`src/rtl/freqchng_ctrl.sv`:
```
// freqchng_ctrl: walks the two-stage clock-mux select one bit at a time with settle waits.
// Define FREQCHNG_CTRL_LOCK_EN to add the LOCK input that blocks new requests.
module freqchng_ctrl #(
    parameter int SETTLE_CYCLES = 16
) (
    input  logic       CLK,
    input  logic       RST,
    input  logic       REQ_VALID,
    input  logic [2:0] REQ_FREQ,
`ifdef FREQCHNG_CTRL_LOCK_EN
    input  logic       LOCK,
`endif
    output logic       REQ_READY,
    output logic [2:0] FREQ_SEL,
    output logic       BUSY,
    output logic       DONE,
    output logic       ERR
);

    typedef enum logic [2:0] {
        IDLE,
        SW_LO,
        WAIT_LO,
        SW_HI,
        WAIT_HI,
        FIN
    } state_t;

    localparam logic [7:0] CNT_LOAD = 8'(SETTLE_CYCLES - 1);

    state_t     state_q, state_d;
    logic [1:0] sel_q, sel_d;
    logic [7:0] cnt_q, cnt_d;
    logic       tgt_hi_q, tgt_hi_d;
    logic       err_q, err_d;

    logic       lock;
    logic       accept;
    logic       req_legal;
    logic [1:0] req_tgt;

`ifdef FREQCHNG_CTRL_LOCK_EN
    assign lock = LOCK;
`else
    assign lock = 1'b0;
`endif

    assign REQ_READY = (state_q == IDLE) & ~RST & ~lock;
    assign accept    = REQ_READY & REQ_VALID;
    assign req_legal = (REQ_FREQ <= 3'd2);

    // Index 2 only needs the second stage; the first-stage bit is kept.
    always_comb begin
        req_tgt = 2'b00;
        if (REQ_FREQ == 3'd1) begin
            req_tgt = 2'b01;
        end else if (REQ_FREQ == 3'd2) begin
            req_tgt = {1'b1, sel_q[0]};
        end
    end

    always_ff @(posedge CLK) begin
        if (RST) begin
            state_q  <= IDLE;
            sel_q    <= 2'b00;
            cnt_q    <= 8'd0;
            tgt_hi_q <= 1'b0;
            err_q    <= 1'b0;
        end else begin
            state_q  <= state_d;
            sel_q    <= sel_d;
            cnt_q    <= cnt_d;
            tgt_hi_q <= tgt_hi_d;
            err_q    <= err_d;
        end
    end

    always_comb begin
        state_d  = state_q;
        sel_d    = sel_q;
        cnt_d    = cnt_q;
        tgt_hi_d = tgt_hi_q;
        err_d    = 1'b0;
        unique case (state_q)
            IDLE: begin
                if (accept) begin
                    if (!req_legal) begin
                        err_d = 1'b1;
                    end else begin
                        tgt_hi_d = req_tgt[1];
                        if (req_tgt[0] != sel_q[0]) begin
                            sel_d[0] = req_tgt[0];
                            cnt_d    = CNT_LOAD;
                            state_d  = SW_LO;
                        end else if (req_tgt[1] != sel_q[1]) begin
                            sel_d[1] = req_tgt[1];
                            cnt_d    = CNT_LOAD;
                            state_d  = SW_HI;
                        end else begin
                            state_d = FIN;
                        end
                    end
                end
            end
            SW_LO, WAIT_LO: begin
                if (cnt_q != 8'd0) begin
                    cnt_d   = cnt_q - 8'd1;
                    state_d = WAIT_LO;
                end else if (tgt_hi_q != sel_q[1]) begin
                    sel_d[1] = tgt_hi_q;
                    cnt_d    = CNT_LOAD;
                    state_d  = SW_HI;
                end else begin
                    state_d = FIN;
                end
            end
            SW_HI, WAIT_HI: begin
                if (cnt_q != 8'd0) begin
                    cnt_d   = cnt_q - 8'd1;
                    state_d = WAIT_HI;
                end else begin
                    state_d = FIN;
                end
            end
            FIN: begin
                state_d = IDLE;
            end
            default: begin
                state_d = IDLE;
            end
        endcase
    end

    assign FREQ_SEL = {1'b0, sel_q};
    assign BUSY     = (state_q != IDLE);
    assign DONE     = (state_q == FIN);
    assign ERR      = err_q;

endmodule
```
`config.mk`:
```
export PLATFORM = sky130hd
export DESIGN_NAME = freqchng_ctrl
export DESIGN_NICKNAME = d
export VERILOG_FILES = /design/src/rtl/freqchng_ctrl.sv
export SDC_FILE = /design/constraint.sdc
export NUM_CORES = 1
export LEC_CHECK = 0
export CELL_PAD_IN_SITES_DETAIL_PLACEMENT = 1
export CELL_PAD_IN_SITES_GLOBAL_PLACEMENT = 1
export CORE_UTILIZATION = 41
export CTS_CLUSTER_DIAMETER = 150
export DETAILED_ROUTE_END_ITERATION = 7
export GPL_TIMING_DRIVEN = 1
export PLACE_DENSITY = 0.8
export SYNTH_ARGS = -nofsm -noshare
export SYNTH_HDL_FRONTEND = slang
export SYNTH_SLANG_ARGS = --single-unit
```
`constraint.sdc`:
```
create_clock -name CLK -period 3.05 [get_ports CLK]
set_input_delay 0.61 -clock CLK [delete_from_list [all_inputs] [get_ports CLK]]
set_output_delay 0.61 -clock CLK [all_outputs]
set_load 0.005 [all_outputs]
```
Fig. 1: run 1, clock network drawn from the DEF
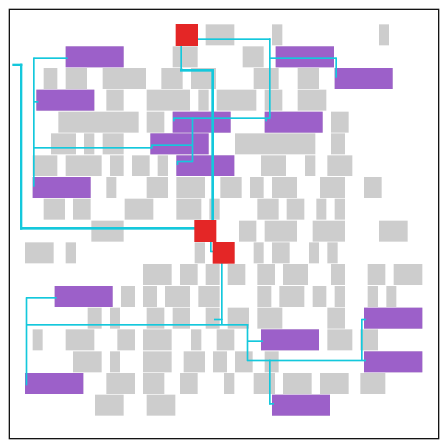
Key: flip-flops = purple [count 15]; clock-net drivers = red [count 3]; clock wires = cyan [length 252 um]
Position of the flops: widely spread.
Clock group: 122 uW
Setup Skew: 0.00154 ns
Clock power frac: 0.091
Latency at later pin: 0.29 ns

Fig. 2: run 1, wiring heat map
11 x 11 tiles, from black (low) to pale yellow (high), scaled to the fullest tile. Values are wire area over tile area, all layers added.
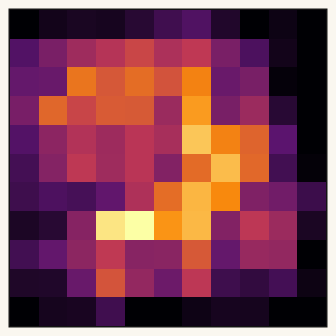
The emptiest ninth of the die: upper right. 24% of the tiles are over half the peak. The mean over all tiles is 0.15.
total track usage: 0.216
Total Wirelength: 2760 um
via count: 1019
wire per inst: 16.9 um

Fig. 3: run 1, cell placement
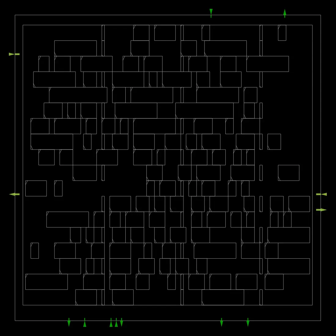
FILL cells: 303
Seq cells: 15
TAP cells: 30
Non-Filler Instances: 163

==> deck_impl_summary.md, run 1 <==
Synthesis and Place & Route Summary

Run status
  – Status: completed

Layout
  – Seq/total area: 0.247
  – Share of layout cells above drive strength 1: 0.150
  – Logic inverters: 10
  – N_diodes: 0
  – FF/Latch Area: roughly 300 um2
  – NonClk Buf Share: 0.109
  – Core Util, Final: 0.490
  – Clock-cell share: 0.0227
  – Top cells excl fill/tap: 15 x dfxtp_1, 11 x clkdlybuf4s50_1, 10 x inv_1
  – Clkbuf count: 3
  – Comb/total area: 0.559
  – Fin nets: roughly 140
  – Top cell category: combinational gates
  – Multi-In Gates: 90
  – Comb area: between 600 and 700 um2
  – Nonclk buf count: 14
  – Commonest Layout Cell: dfxtp_1
  – Final Cell Area: around 1200 um2
  – Layout area overhead: 12.0%

Placed design
  – Routability cong.: 0.812
  – Placed cell count: 159
  – Placed Area: ~1200 um2
  – Post-DP HPWL: roughly 2100 um
  – Dpl ws: roughly 0.32 ns
  – IO Port Bufs: 11

CTS
  – CTS tree: built
  – Clk sinks: 15
  – Post-CTS Hold Fix Bufs: 0
  – Clk buf depth: 2
  – CTS root buf: clkbuf_4
  – Htree depth: 1
  – Post-CTS sizing: 0
  – Clk slew on worst S/H paths: 0.10 ns
  – CTS buffer count: 3
  – Post-CTS setup buffer count: 0

Job
  – OpenROAD warnings: 26
  – Max_cap viols: 0

Synth
  – Largest area contributor in the netlist: dfxtp_1
  – Seq/Total Area, Yosys: 0.277
  – Async S/R FF share, synth: 0
  – Top_reg_cell synth: dfxtp_1
  – Mean Syn Cell Area: 8.54 um2
  – Mapped Cells: roughly 130
  – Distinct lib cells: 53
  – Ys flops: 15
  – Top cells, area: dfxtp_1 28%, a2111oi_4 5.1%, o32ai_1 4.0%
  – Top post-synthesis cells by count: 15 x dfxtp_1, 10 x inv_1, 7 x nand2_1
  – YS chip area: between 1000 and 1500 um2
  – Max-area cell share: 0.277
  – Ys cells: approximately 130
  – Synth warn: 0
  – Flip-flops with a built-in enable: 0
  – Synthesized area: ~1100 um2
  – Syn Nets: 134
  – Most frequent cell after synthesis: dfxtp_1

Power
  – Combinational power: between 900 and 1000 uW
  – Tot Pwr: 1340 uW
  – Internal power consumption: approximately 670 uW
  – Leakage power figure: 0.000424 uW
  – Largest Pwr Group: combinational cells
  – Switching fraction of total power: 0.499
  – Sequential power: a little over 300 uW
  – Sw power: approximately 670 uW
  – Sequential fraction of design power: 0.232
  – Comb pwr share: 0.677
  – VDD IR max: about 0.0006 V
  – Power per cell area: about 1100 nW/um2

Drt
  – Initial DRC Count: 11
  – DRC: 0
  – Routed Antenna Nets: 0
  – Vias/cell: ~6.3
  – Router iterations before antenna repair: 4

Floorplan
  – Die H: ~53 um
  – Die area: ~2900 um2
  – Fp util: 0.438
  – Core Area: between 2000 and 2500 um2
  – Die x size: 53.4 um
  – Rows: 18
  – # IOs: 13

Critical path
  – R2R Setup Slk: ~0.5 ns
  – Critical Path RT: between 3 and 4 ns
  – Crit-path cells: inv_1 > ha_1 > or4b_1 > o311ai_0 > o221a_2 > buf_4 > nor3_1 > a311oi_1
  – Worst r2r src: cnt_q[0]$_SDFFE_PP0P_
  – Critical path endpoint: cnt_q[1]$_SDFFE_PP0P_
  – Crit. Startpoint: cnt_q[0]$_SDFFE_PP0P_
  – Critical path depth: 8
  – Worst reg-to-reg path cell count: 8
  – Worst path arrival time: 2.77 ns
  – Crit path max fanout: 9
  – R2r endpoint: cnt_q[1]$_SDFFE_PP0P_
  – Crit start category: flop
  – Crit end category: flop
  – Setup CP Type: reg -> reg
  – WP buf/inv: 2
  – CP top delay family: AND-OR/OR-AND gates
  – CP peak stage delay: approximately 0.56 ns
  – Critical path's slowest cell: or4b_1

Timing
  – Worst hold slack: approximately 0.50 ns
  – Minimum clock period: 2.56 ns
  – RSZ-0062 raised after global routing: no
  – Worst setup margin: between 0.4 and 0.5 ns
  – Worst slew margin: 0.605
  – Final Max Tran Viols: 0
  – FMAX: 0.390 GHz
  – Crit share post-route: 0.841
  – Setup TNS Final: 0 ns
  – Worst Tran Pin Value: approximately 0.6 ns
  – Fin. Hold Viols: 0
  – Setup Viol. Count Final: 0

GRT
  – Largest net degree at the start of global routing: 15
  – Initial antenna violation count: 0
  – Grt total ovfl: 0
  – First-pass GRT wire length: about 4400 um
  – Vias in the first global route: approximately 960

Hold path
  – Hold path endpoint: cnt_q[7]$_SDFFE_PP0P_
  – Worst Hold Class: reg -> reg
  – Worst Hold Depth: 2
  – Hold Crit Start: cnt_q[7]$_SDFFE_PP0P_
## run 1: routing by layer
layer / vias to the layer above / part of all wire / global-route usage
li1: 499 / - / -
met1: 502 / 0.49 / 0.284
met2: 14 / 0.46 / 0.350
met3: 4 / 0.029 / 0.0259
met4: 0 / 0.014 / 0.0877
met5: - / 0 / 0
## run 1: cells by family after synthesis
group                    after synthesis  synth area share
adder cells (fa/ha/maj)                1            0.0115
buffers and inverters                 22            0.0969
AND/OR/NAND/NOR                       46             0.256
AND-OR/OR-AND                         39             0.330
flip-flops                            15             0.277
multiplexers                           1           0.00923
XOR/XNOR                               2            0.0162
other                                  1           0.00346
## run 1: flip-flops by register name, indices dropped and copies added (netlist names)
name	count
cnt_q	8
tgt_hi_q	1
state_q	3
ERR	1
sel_q	2
Fig. 4: run 1, layout detail
The bar under the picture is 10 um long. Window x 14 to 39, y 4 to 29 um. Cells in grey, sequential cells in the stronger grey; small squares are vias.
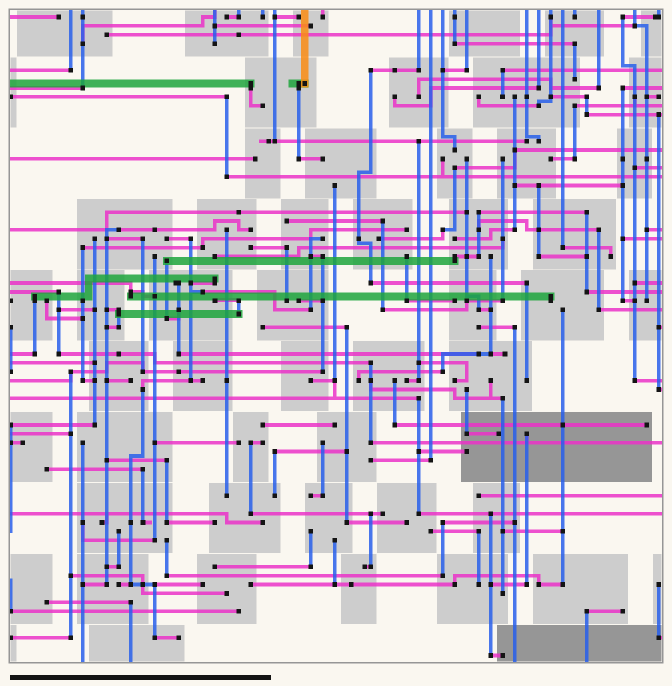

==> inputs of run 2 (changes only) <==
==> constraint.sdc (replaced) <==
create_clock -name CLK -period 2.59 [get_ports CLK]
set_input_delay 0.518 -clock CLK [delete_from_list [all_inputs] [get_ports CLK]]
set_output_delay 0.518 -clock CLK [all_outputs]
set_load 0.005 [all_outputs]
Fig. 5: run 2, layout detail
The bar under the picture is 10 um long. Window x 14 to 39, y 4 to 29 um. Cells in grey, sequential cells in the stronger grey; small squares are vias.
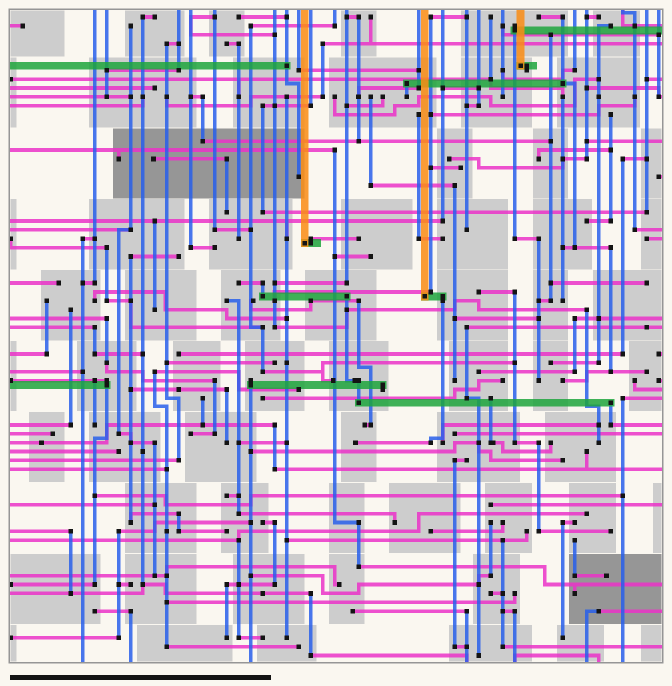
Key: M3 = green; M2 = blue; M4 = orange; M1 = magenta
54 logic cells have their middle in the window. Sequential cells in the window: 1. Netlist names of flops here include cnt_q (1). Most frequent: buf_4 (10), inv_1 (4), nand2_1 (4).

Fig. 6: run 2, cell placement
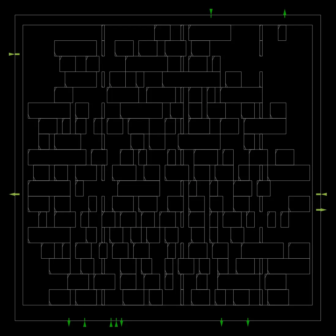
Core Util, Final: 0.521
Rows: 18
FILL cells: 308

==> run 2 against run 1 <==
Effect of this change:
- non-clock buffer count up 10
- wire length up 12%
- critical endpoint is now cnt_q[7]$_SDFFE_PP0P_
- critical path type unchanged
- global-route usage rose by 4.5 points
- sequential cell count is the same
- worst setup slack got worse by 0.30 ns
==> deck_impl_summary.md, run 2 <==
Synthesis and Place & Route Summary

CTS
  – Post-CTS Hold Fix Bufs: 0 (unchanged)
  – Post-CTS sizing: 0 (unchanged)
  – Clk sinks: 15 (unchanged)
  – Clk slew on worst S/H paths: 0.09 ns (about the same)
  – CTS buffer count: 3 (unchanged)
  – Clk buf depth: 2 (unchanged)
  – CTS root buf: clkbuf_4
  – CTS tree: built
  – Latency at later pin: 0.29 ns (about the same)
  – Post-CTS setup buffer count: 0 (unchanged)
  – Htree depth: 1 (unchanged)

Critical path
  – Crit start category: flop
  – Critical path's slowest cell: or4b_1
  – Critical Path RT: 2.78 ns (-0.48 ns)
  – WP buf/inv: 2 (unchanged)
  – Crit path max fanout: 9 (unchanged)
  – CP top delay family: AND-OR/OR-AND gates
  – Worst path arrival time: 2.60 ns (-0.17 ns)
  – Crit-path cells: inv_1 > ha_1 > or4b_1 > o311ai_1 > o221a_2 > buf_4 > nor4_1 > o32ai_1
  – CP peak stage delay: 0.53 ns (-0.03 ns)
  – Setup CP Type: reg -> reg
  – Crit end category: flop

Synth
  – Top post-synthesis cells by count: 15 x dfxtp_1, 10 x inv_1, 7 x nand2_1
  – Max-area cell share: 0.277 (unchanged)
  – MUX share of area: 0.00923 (unchanged)
  – Synth warn: 0 (unchanged)
  – XOR/XNOR Fraction of Synth Area: 0.0161 (unchanged)
  – Mean Syn Cell Area: 8.54 um2 (unchanged)
  – Top_reg_cell synth: dfxtp_1
  – Comb area leader: AND-OR/OR-AND gates
  – Ys cells: 127 (unchanged)
  – Ys flops: 15 (unchanged)
  – Ao+oa area frac: 0.330 (unchanged)
  – AND/OR/NAND/NOR Cells, Area Fraction: 0.256 (unchanged)
  – YS chip area: 1080 um2 (unchanged)
  – Mapped Cells: 127 (unchanged)
  – Seq/Total Area, Yosys: 0.277 (unchanged)
  – Flip-flops with a built-in enable: 0 (unchanged)
  – Most frequent cell after synthesis: dfxtp_1
  – Syn Nets: 134 (unchanged)
  – Top cells, area: dfxtp_1 28%, a2111oi_4 5.1%, o32ai_1 4.0%
  – Async S/R FF share, synth: 0 (unchanged)
  – Synthesized area: 1080 um2 (unchanged)
  – Distinct lib cells: 53 (unchanged)
  – Largest area contributor in the netlist: dfxtp_1
  – Adder share: 0.0115 (unchanged)

Placed design
  – Dpl ws: -0.00350 ns (-0.322 ns)
  – IO Port Bufs: 11 (unchanged)
  – Placed Area: 1260 um2 (+6.3%)
  – Routability cong.: 0.909 (+12%)
  – Post-DP HPWL: 2360 um (+14%)
  – Placed cell count: 169 (+6.3%)

Layout
  – Reg with most FFs: cnt_q
  – Logic inverters: 10 (unchanged)
  – N_diodes: 0 (unchanged)
  – Clock-cell share: 0.0203 (-0.00231)
  – NonClk Buf Share: 0.161 (+0.0517)
  – Top cell category: combinational gates
  – Nonclk buf count: 24 (+10)
  – Top Registers: cnt_q (8), state_q (3), sel_q (2)
  – Layout area overhead: 19.0%
  – Multi-In Gates: 90 (unchanged)
  – Comb area: 682 um2 (+0.37%)
  – Share of layout cells above drive strength 1: 0.210 (+0.0594)
  – Seq cells: 15 (unchanged)
  – FF/Latch Area: 300 um2 (unchanged)
  – Clkbuf count: 4 (+1)
  – Top cells excl fill/tap: 15 x dfxtp_1, 13 x buf_4, 11 x clkdlybuf4s50_1
  – Fin nets: 151 (+7.1%)
  – Seq/total area: 0.233 (-0.0146)
  – Max FFs per register: 8 (unchanged)
  – Final Cell Area: 1290 um2 (+6.3%)

Power
  – Sequential fraction of design power: 0.209 (-0.023)
  – Clock group: 143 uW (+17%)
  – Comb pwr share: 0.707 (+0.030)
  – Largest Pwr Group: combinational cells
  – Combinational power: 1200 uW (+32%)
  – Sequential power: 356 uW (+14%)
  – Switching fraction of total power: 0.483 (-0.0159)
  – Clock power frac: 0.084 (-0.007)
  – Tot Pwr: 1700 uW (+27%)
  – Internal power consumption: 880 uW (+31%)
  – Power per cell area: 1320 nW/um2 (+19%)
  – Sw power: 824 uW (+23%)
  – Leakage power figure: 0.000471 uW (+11%)
  – VDD IR max: 0.000717 V (+21%)

Drt
  – Top routing layer used: met4
  – Wire length on met2: 1410 um (+9.7%)
  – Router iterations before antenna repair: 4 (unchanged)
  – Wire per inst: 17.9 um (+5.8%)
  – Via count: 1074 (+5.4%)
  – Total Wirelength: 3100 um (+12%)
  – Met1 WL: 1520 um (+12%)
  – Routed Antenna Nets: 0 (unchanged)
  – DRC: 0 (unchanged)
  – WL met3: 97 um (+23%)
  – Vias/cell: 6.21 (-0.69%)
  – Initial DRC Count: 23 (+12)

Run status
  – Status: completed

Timing
  – FMAX: 0.416 GHz (+6.5%)
  – Setup Skew: 0.00187 ns (+0.000327 ns)
  – Fin. Hold Viols: 0 (unchanged)
  – Setup Viol. Count Final: 0 (unchanged)
  – Setup TNS Final: 0 ns (unchanged)
  – Minimum clock period: 2.41 ns (-0.157 ns)
  – Worst hold slack: 0.517 ns (+0.0142 ns)
  – Worst slew margin: 0.589 (-0.0163)
  – Final Max Tran Viols: 0 (unchanged)
  – RSZ-0062 raised after global routing: no
  – Crit share post-route: 0.929 (+0.0886)
  – Worst setup margin: 0.183 ns (-0.303 ns)
  – Worst Tran Pin Value: 0.611 ns (+0.0188 ns)

Floorplan
  – TAP cells: 30 (unchanged)
  – Die x size: 53.4 um (unchanged)
  – Die area: 2860 um2 (unchanged)
  – Die H: 53.4 um (unchanged)
  – # IOs: 13 (unchanged)
  – Fp util: 0.438 (unchanged)
  – Core Area: 2480 um2 (unchanged)

GRT
  – Grt total ovfl: 0 (unchanged)
  – Total track usage: 0.261 (+0.0452)
  – Initial antenna violation count: 0 (unchanged)
  – First-pass GRT wire length: 5350 um (+22%)
  – Vias in the first global route: 1095 (+15%)
  – Largest net degree at the start of global routing: 12 (-3)

Job
  – OpenROAD warnings: 26 (unchanged)
  – Max_cap viols: 0 (unchanged)

Hold path
  – Worst Hold Class: reg -> reg
Fig. 7: run 2, gate-type map
The bar under the picture is 20 um long.
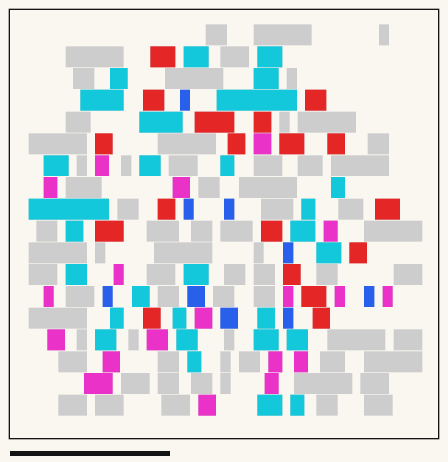
Key: and/or cells = red [cells 18]; nand cells = blue [cells 9]; aoi and oai cells = cyan [cells 29]; nor cells = magenta [cells 19]
Non-Filler Instances: 173
Commonest Layout Cell: dfxtp_1
Comb/total area: 0.528

[run 2: cell counts after synthesis]
Identical to the previous run, type by type.
[run 2: final timing paths]
path	start	end	slack, ns	cells past startpoint
min reg2reg	cnt_q[5]$_SDFFE_PP0P_	cnt_q[5]$_SDFFE_PP0P_	0.52	2
max	cnt_q[0]$_SDFFE_PP0P_	cnt_q[7]$_SDFFE_PP0P_	0.18	8
max reg2reg	cnt_q[0]$_SDFFE_PP0P_	cnt_q[7]$_SDFFE_PP0P_	0.18	8
min	cnt_q[5]$_SDFFE_PP0P_	cnt_q[5]$_SDFFE_PP0P_	0.52	2
[run 2: per-layer routing]
layer / up-vias / track usage
met1: 520 / 0.361
met2: 25 / 0.400
met4: 0 / 0.114
met3: 9 / 0.0287
met5: - / 0
li1: 520 / -
==> inputs of run 3 (changes only) <==
--- a/config.mk
+++ b/config.mk
@@ -12,6 +12,7 @@
 export DETAILED_ROUTE_END_ITERATION = 7
 export GPL_TIMING_DRIVEN = 1
 export PLACE_DENSITY = 0.8
+export SLEW_MARGIN = 20
 export SYNTH_ARGS = -nofsm -noshare
 export SYNTH_HDL_FRONTEND = slang
 export SYNTH_SLANG_ARGS = --single-unit
Fig. 8: run 3, layout detail
The bar under the picture is 10 um long. Window x 14 to 39, y 4 to 29 um. Cells in grey, sequential cells in the stronger grey; small squares are vias.
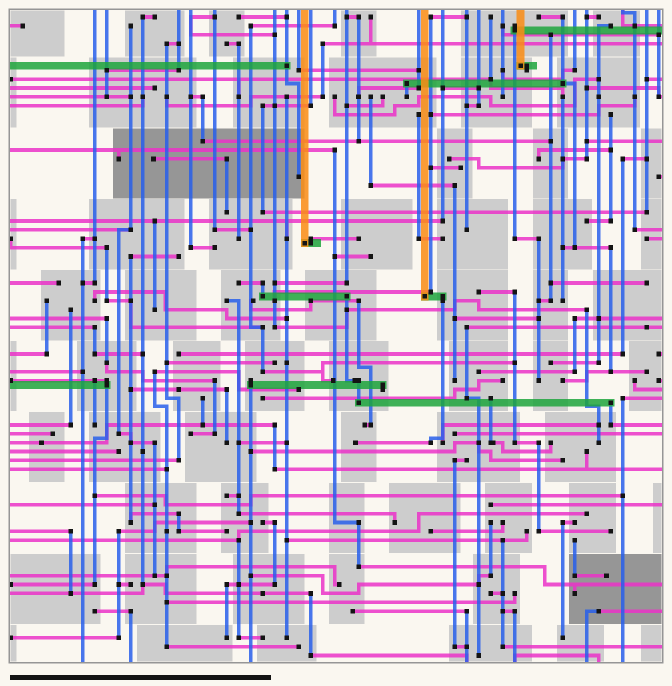
Key: M1 = magenta; M3 = green; M4 = orange; M2 = blue
54 logic cells have their middle in the window. Netlist names of flops here include cnt_q (1). Most frequent: buf_4 (10), inv_1 (4), nand2_1 (4). Sequential cells in the window: 1.

Fig. 9: run 3, clock network drawn from the DEF
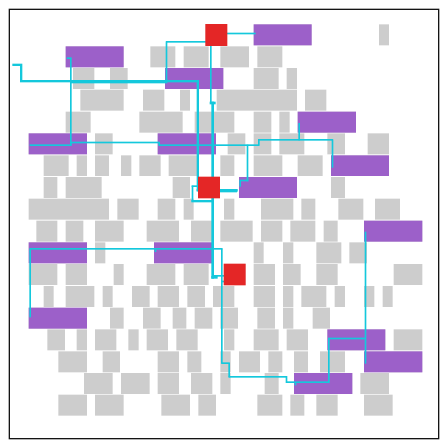
Key: clock-net drivers = red [count 3]; clock wires = cyan [length 267 um]; flip-flops = purple [count 15]
Position of the flops: widely spread. There are 4 routed clock nets.
Setup Skew: 0.00187 ns
Clock group: 143 uW

Fig. 10: run 3, gate-type map
The bar under the picture is 20 um long.
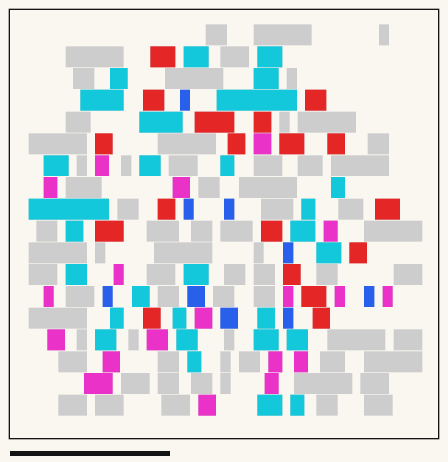
Key: and/or cells = red [cells 18]; nand cells = blue [cells 9]; nor cells = magenta [cells 19]; aoi and oai cells = cyan [cells 29]

==> run 3 against run 2 <==
Effect of this change:
- worst hold slack did not move
- clock-buffer cell count is the same
- via count unchanged
- die area is the same
- critical path depth is the same
- maximum frequency is the same
- first-iteration DRC count is the same
- synthesized cell count is the same
- power did not move
==> deck_impl_summary.md, run 3 <==
Synthesis and Place & Route Summary

CTS
  – Post-CTS sizing: 0 (unchanged)
  – CTS root buf: clkbuf_4
  – Post-CTS Hold Fix Bufs: 0 (unchanged)
  – Htree depth: 1 (unchanged)
  – CTS buffer count: 3 (unchanged)
  – Clk buf depth: 2 (unchanged)

Layout
  – Top Registers: cnt_q (8), state_q (3), sel_q (2)
  – Comb/total area: 0.528 (unchanged)
  – Share of layout cells above drive strength 1: 0.210 (unchanged)
  – Logic inverters: 10 (unchanged)
  – Multi-In Gates: 90 (unchanged)
  – N_diodes: 0 (unchanged)
  – Seq/total area: 0.233 (unchanged)
  – Reg with most FFs: cnt_q
  – Clock-cell share: 0.0203 (unchanged)
  – Comb area: 682 um2 (unchanged)
  – Core Util, Final: 0.521 (unchanged)
  – Top cells excl fill/tap: 15 x dfxtp_1, 13 x buf_4, 11 x clkdlybuf4s50_1
  – Commonest Layout Cell: dfxtp_1
  – Layout area overhead: 19.0% (unchanged)
  – Final Cell Area: 1290 um2 (unchanged)

Hold path
  – Worst Hold Class: reg -> reg
  – Worst Hold Depth: 2 (unchanged)
  – Hold Crit Start: cnt_q[5]$_SDFFE_PP0P_

Synth
  – Most frequent cell after synthesis: dfxtp_1
  – Top post-synthesis cells by count: 15 x dfxtp_1, 10 x inv_1, 7 x nand2_1
  – Largest area contributor in the netlist: dfxtp_1
  – Syn Nets: 134 (unchanged)
  – Distinct lib cells: 53 (unchanged)
  – Synth warn: 0 (unchanged)
  – Ys flops: 15 (unchanged)
  – Flip-flops with a built-in enable: 0 (unchanged)
  – Mean Syn Cell Area: 8.54 um2 (unchanged)
  – Async S/R FF share, synth: 0 (unchanged)
  – Ys cells: 127 (unchanged)
  – Max-area cell share: 0.277 (unchanged)
  – Synthesized area: 1080 um2 (unchanged)
  – Mapped Cells: 127 (unchanged)
  – YS chip area: 1080 um2 (unchanged)
  – Seq/Total Area, Yosys: 0.277 (unchanged)

GRT
  – Total track usage: 0.261 (unchanged)
  – Vias in the first global route: 1095 (unchanged)
  – First-pass GRT wire length: 5350 um (unchanged)
  – Initial antenna violation count: 0 (unchanged)

Critical path
  – Crit-path cells: inv_1 > ha_1 > or4b_1 > o311ai_1 > o221a_2 > buf_4 > nor4_1 > o32ai_1
  – Setup CP Type: reg -> reg
  – Critical path depth: 8 (unchanged)
  – Critical path endpoint: cnt_q[7]$_SDFFE_PP0P_
  – WP buf/inv: 2 (unchanged)
  – Worst path arrival time: 2.60 ns (about the same)
  – Crit. Startpoint: cnt_q[0]$_SDFFE_PP0P_
  – R2r endpoint: cnt_q[7]$_SDFFE_PP0P_
  – Crit start category: flop
  – CP peak stage delay: 0.53 ns (about the same)
  – Worst r2r src: cnt_q[0]$_SDFFE_PP0P_
  – Critical Path RT: 2.78 ns (about the same)
  – CP top delay family: AND-OR/OR-AND gates
  – Crit end category: flop
  – R2R Setup Slk: 0.18 ns (about the same)

Drt
  – Wire per inst: 17.9 um (unchanged)
  – Vias/cell: 6.21 (unchanged)
  – Routed Antenna Nets: 0 (unchanged)
  – DRC: 0 (unchanged)
  – Total Wirelength: 3100 um (unchanged)

Timing
  – Fin. Hold Viols: 0 (unchanged)
  – Crit share post-route: 0.929 (unchanged)
  – Worst hold slack: 0.517 ns (unchanged)
  – Worst setup margin: 0.183 ns (unchanged)
  – FMAX: 0.416 GHz (unchanged)
  – Worst Tran Pin Value: 0.611 ns (unchanged)
  – Final Max Tran Viols: 0 (unchanged)

Power
  – Leakage power figure: 0.000471 uW (unchanged)
  – Tot Pwr: 1700 uW (unchanged)

Floorplan
  – TAP cells: 30 (unchanged)
  – Die x size: 53.4 um (unchanged)
  – Die H: 53.4 um (unchanged)
  – Fp util: 0.438 (unchanged)

Placed design
  – Dpl ws: -0.00350 ns (unchanged)
  – IO Port Bufs: 11 (unchanged)
  – Post-DP HPWL: 2360 um (unchanged)

Run status
  – Status: completed

Job
  – OpenROAD warnings: 26 (unchanged)
-- run 3: cell counts after synthesis --
Identical to the previous run, type by type.
-- run 3: report_power, final --
group / switching [uW] / internal [uW] / leakage [uW]
Sequential: 65.1 / 291 / 0.000122
Combinational: 676 / 529 / 0.000334
Clock: 83.4 / 60.0 / 0.0000150
-- run 3: logic make-up after synthesis --
group / after synthesis / synth area share
xor+xnor: 2 / 0.0162
mux: 1 / 0.00923
fa+ha+maj: 1 / 0.0115
other cells: 1 / 0.00346
flops: 15 / 0.277
compound gates: 39 / 0.330
buf+inv: 22 / 0.0969
simple gates: 46 / 0.256
-- run 3: layer usage --
metal  vias up  global-route usage  wire length [um]
li1        520                   -                 -
met3         9              0.0287                97
met2        25               0.400              1410
met4         0               0.114                74
met5         -                   0                 0
met1       520               0.361              1520
Power figures rest on the tool's default switching activity, not on a simulated workload.
